**src/rtl/stack_ctrl.sv**
```systemverilog
// Initiator-side controller for a 19-bit hardware stack.
// Accepts PUSH/POP/CALL/RET requests one at a time and drives the stack strobes.
// Full/empty are checked in the issue cycle, and each request gets exactly one response.
// A successful RET also produces a one-cycle PC redirect.
// Refused requests set sticky overflow/underflow flags.
module stack_ctrl #(
  parameter int unsigned DATA_W = 19
) (
  input  logic              clk,
  input  logic              reset,
  input  logic              req_valid,
  output logic              req_ready,
  input  logic [1:0]        req_op,
  input  logic [DATA_W-1:0] req_data,
  output logic              rsp_valid,
  input  logic              rsp_ready,
  output logic [1:0]        rsp_op,
  output logic [DATA_W-1:0] rsp_data,
  output logic              rsp_err,
  output logic              pc_load,
  output logic [DATA_W-1:0] pc_target,
  output logic              stk_push,
  output logic              stk_pop,
  output logic [DATA_W-1:0] stk_push_data,
  input  logic [DATA_W-1:0] stk_pop_data,
  input  logic              stk_empty,
  input  logic              stk_full,
  output logic              err_ovf,
  output logic              err_udf,
  input  logic              err_clr
);

  localparam logic [1:0] OpRet = 2'b11;

  typedef enum logic [1:0] {
    StIdle,
    StIssue,
    StResp
  } state_t;

  state_t            state;
  logic [1:0]        op_q;
  logic [DATA_W-1:0] data_q;

  logic in_issue;
  logic push_like;
  logic refuse_ovf;
  logic refuse_udf;

  // Request classification and refusal decode; full/empty only matter while issuing
  always_comb begin
    in_issue   = (state == StIssue);
    push_like  = ~op_q[0];  // PUSH (00) and CALL (10) write the stack
    refuse_ovf = in_issue & push_like & stk_full;
    refuse_udf = in_issue & ~push_like & stk_empty;
  end

  // Stack strobes are live during the issue cycle so popped data is captured in that cycle
  always_comb begin
    stk_push      = in_issue & push_like & ~stk_full;
    stk_pop       = in_issue & ~push_like & ~stk_empty;
    stk_push_data = stk_push ? data_q : '0;
  end

  // Handshake outputs decode directly from the state register
  always_comb begin
    req_ready = (state == StIdle);
    rsp_valid = (state == StResp);
    rsp_op    = op_q;
    pc_target = rsp_data;
  end

  // Request FSM, response capture and sticky error flags
  always_ff @(posedge clk) begin
    if (reset) begin
      state    <= StIdle;
      op_q     <= '0;
      data_q   <= '0;
      rsp_data <= '0;
      rsp_err  <= 1'b0;
      pc_load  <= 1'b0;
      err_ovf  <= 1'b0;
      err_udf  <= 1'b0;
    end else begin
      case (state)
        StIdle: begin
          if (req_valid) begin
            op_q     <= req_op;
            data_q   <= req_data;
            rsp_data <= '0;
            rsp_err  <= 1'b0;
            state    <= StIssue;
          end
        end
        StIssue: begin
          state <= StResp;
          if (push_like) begin
            rsp_data <= '0;
            rsp_err  <= stk_full;
          end else begin
            rsp_data <= stk_empty ? '0 : stk_pop_data;
            rsp_err  <= stk_empty;
            pc_load  <= (op_q == OpRet) & ~stk_empty;
          end
        end
        StResp: begin
          // Redirect covers only the first response cycle, even if the consumer stalls
          pc_load <= 1'b0;
          if (rsp_ready) begin
            state <= StIdle;
          end
        end
        default: begin
          state   <= StIdle;
          pc_load <= 1'b0;
        end
      endcase

      // A refusal in the same cycle as a clear leaves the flag set
      err_ovf <= refuse_ovf | (err_ovf & ~err_clr);
      err_udf <= refuse_udf | (err_udf & ~err_clr);
    end
  end

endmodule

```
**config.mk**
```make
export PLATFORM = sky130hd
export DESIGN_NAME = stack_ctrl
export DESIGN_NICKNAME = d
export VERILOG_FILES = /design/src/rtl/stack_ctrl.sv
export SDC_FILE = /design/constraint.sdc
export NUM_CORES = 1
export LEC_CHECK = 0
export ABC_AREA = 1
export CAP_MARGIN = 40
export CORE_MARGIN = 5
export CORE_UTILIZATION = 40
export DETAILED_ROUTE_END_ITERATION = 10
export HOLD_SLACK_MARGIN = 0.12
export PLACE_DENSITY = 0.81
export REMOVE_ABC_BUFFERS = 1
export SYNTH_ARGS = -nofsm -noshare
export SYNTH_HDL_FRONTEND = slang
export SYNTH_SLANG_ARGS = --single-unit
```
**constraint.sdc**
```tcl
create_clock -name clk -period 1.4 [get_ports clk]
set_input_delay 0.28 -clock clk [delete_from_list [all_inputs] [get_ports clk]]
set_output_delay 0.28 -clock clk [all_outputs]
set_load 0.05 [all_outputs]
```
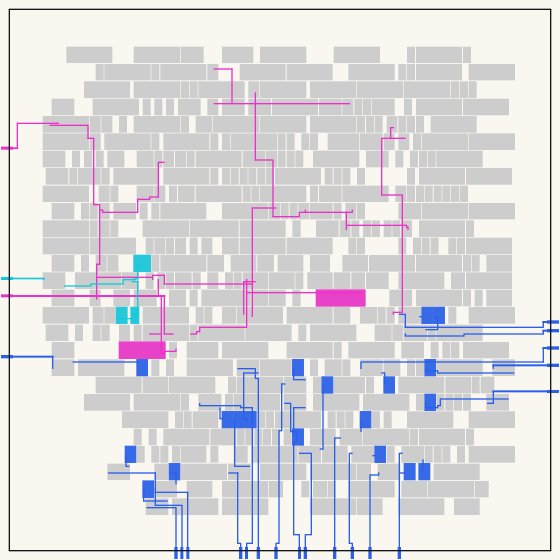
(wires at chosen ports, followed through buffers)
magenta -> `rsp_op`  # bits 2, direction output, end cells 2, wire 319 µm
cyan -> `stk_full`  # bits 1, direction input, end cells 3, wire 31.0 µm
blue -> `req_data`  # bits 19, direction input, end cells 19, wire 473 µm
total I/O pin count: 114
Port Buffers: 113

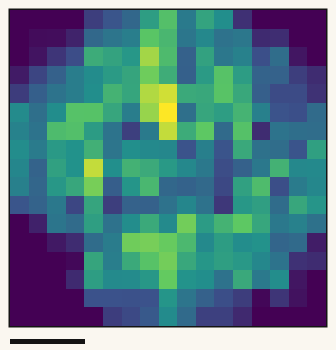
(wiring heat map)
The bar under the picture is 20 µm long. 17 x 17 tiles, from dark purple (low) to yellow (high), scaled to the fullest tile. Values are wire area over tile area, all layers added.
densest ninth of the die = top centre
mean over tiles = 0.16
tiles over half the peak = 32%
fullest tile = 0.43
nearly empty tiles = 13%
emptiest ninth of the die = lower left
DR WL/cell: 13.6 µm
Total GRT Usage: 0.200
wirelength, routed: 7.16 mm

==> changes_impl.md <==
### Implementation results

* Crit path kind: register to primary output
* Worst Setup EP: stk_push_data[9]
* FF-to-FF End: data_q[1]
* Post-detailed-route via-to-cell ratio at 4.67
* Num CTS Buffers at 5
* Adder Share, Synth at 0
* Total Power at 3500 µW
* Gpl congestion at 0.764
* Power Density at 802 mW/mm²
* Switching power at 1150 µW
* Post-Place Setup Slack at -0.380 ns
* Overflow after GRT at 0
* XOR Share, Synth at 0
* Pleak at 0.00179 µW
* Worst-Margin Slew at about 0.26 ns
* Clk_lat worst skew at just under 0.3 ns
* Clk slew on worst S/H paths at 0.08 ns
* Initial detailed-routing violation count at 96
* Number of global-route vias before repair at ~2,500
* Worst hold start: data_q[2]
* Dominant comb cell: simple AND/OR/NAND/NOR gates
* Post-route DRC at 0
* Setup TNS at -6.28 ns
* Worst hold path depth at 2
* First-pass GRT wire length at 11.5 mm
* Post-DP HPWL at 5.35 mm
* Cell Area, Synth at 0.00222 mm²
* Starting Density at 0.409
* PnR worst setup slack at -0.326 ns
* Crit share post-route at 1.23
* CP required at 1.12 ns
* Area growth, synth to finish at 96.4%
* Achievable Freq at 580 MHz
* Distinct lib cells used at 17
* Critical path endpoint category: primary output
* CP Max Fanout at 20
* Worst min path class: register to register
* Die height at 84.5 µm
* Net Sw Frac at 0.329
* Ys cells at 344
* Slew headroom at 0.825
* Status: finished with violations
* Unrepaired setup endpoints after global routing: yes
* Failing checks: negative setup slack
* Die Size at 0.00715 mm²
* DR vias at 2,458
* Final hold vios at 0
* Yosys Chip Area at 0.00222 mm²
* OpenROAD warnings at 27
* Worst setup SP type: register
* Hold-fix buffers at CTS at 0
* Slew Limit Fails at 0
* Yosys warns at 0
* Flop pwr share at 0.426
* Core ar. at 0.00544 mm²
* H-tree Lvls at 2
* Final setup violation count at 23
* Root Buffer: clkbuf_8
* Nets at 501
* Seq cells post-synth at 46
* Detail Route Antenna Nets at 0
* Initial antenna violation count at 0
* Seq/Total Area, Yosys at 0.414
* Power share of the combinational group at 0.358
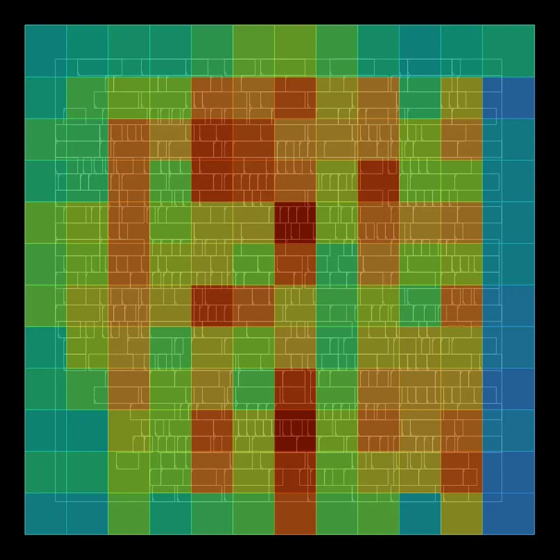
(routing congestion)
met3 GRT Util: 0.0550
final core occ: 0.802
busiest metal layer after global routing: met2

==> synth_stat cells <==
library cell,n
nor2_2,1
nand2_1,44
dfxtp_1,46
nand3_1,21
nor3_1,1
nand3b_1,1
inv_1,44
inv_2,3
nor2_1,109
buf_1,1
o21ai_2,1
nand2_2,1
a21oi_1,12
clkbuf_1,4
buf_4,23
buf_2,11
o21ai_0,21
==> power groups by stage <==
stage / logic [µW] / clock network (µW) / registers, µW
floorplan: 304 / 0 / 1720
global placement: 1140 / 0 / 1510
detailed placement: 1170 / 0 / 1520
CTS: 1220 / 786 / 1490
global route: 1330 / 826 / 1500
finish: 1250 / 755 / 1490
==> metrics by stage <==
step	cell area (µm²)	std cells
3_5_place_dp	4070	512
3_3_place_gp	4070	512
2_1_floorplan	1980	305
4_1_cts	4280	521
5_1_grt	4360	526
6_report	4360	526
==> repair_timing <==
action,in CTS,in global routing
gates resized,37,17
pin swaps,1,4
setup buffers,2,6
setup endpoints to repair,24,28
cloned,0,0
==> layer usage <==
metal / up-vias / global-route usage / routed length (µm)
li1: 1227 / - / -
met1: 1135 / 0.203 / 2590
met2: 81 / 0.375 / 3870
met3: 15 / 0.0550 / 451
met4: 0 / 0.0950 / 242
met5: - / 0 / 0
==> cell type report <==
type / instances / area (µm²)
sequential: 46 / 925
tap: 72 / 90.1
clock buffer: 7 / 76.3
timing repair buffer: 142 / 2090
inverter: 47 / 180
multi-input combinational: 212 / 1000
fill: 326 / 1070
==> cell families after synthesis <==
logic type,after synthesis
flip-flops,46
AND-OR/OR-AND,34
buffers and inverters,86
AND/OR/NAND/NOR,178
==> sequential cells by signal, summed over array words and instances, names as in the netlist <==
name / cells
data_q: 19
err_ovf: 1
err_udf: 1
pc_load: 1
pc_target: 19
rsp_err: 1
rsp_op: 2
state: 2
==> layout by cell type (no fill, tap or decap), types with 6 or more instances in the layout <==
master           netlist  routed
inv_1                 44      41
buf_12                 0      71
nor2_4                 0      13
buf_6                  0       6
dfxtp_1               46      43
a21oi_1               12      12
o21ai_0               21      19
nand3_1               21      21
nor2_2                 1       8
buf_4                 23      19
nand2_1               44      43
nor2_1               109      89
clkdlybuf4s50_1        0      46
==> worst min-delay path by stage <==
stage,to,slack [ns]
after floorplan,err_ovf,0.35
after global placement,data_q[6],0.46
after detailed placement,data_q[6],0.48
after CTS,data_q[6],0.49
after global routing,data_q[12],0.51
final,data_q[2],0.49
==> critical path, cell delays in order (launching register included) <==
cell and delay, ns:
dfxtp_2 0.33, inv_2 0.06, nand2_2 0.06, inv_2 0.06
nand3b_1 0.12, buf_12 0.21, nor2_2 0.15, buf_12 0.15
Power is estimated from default activity; no workload was simulated.
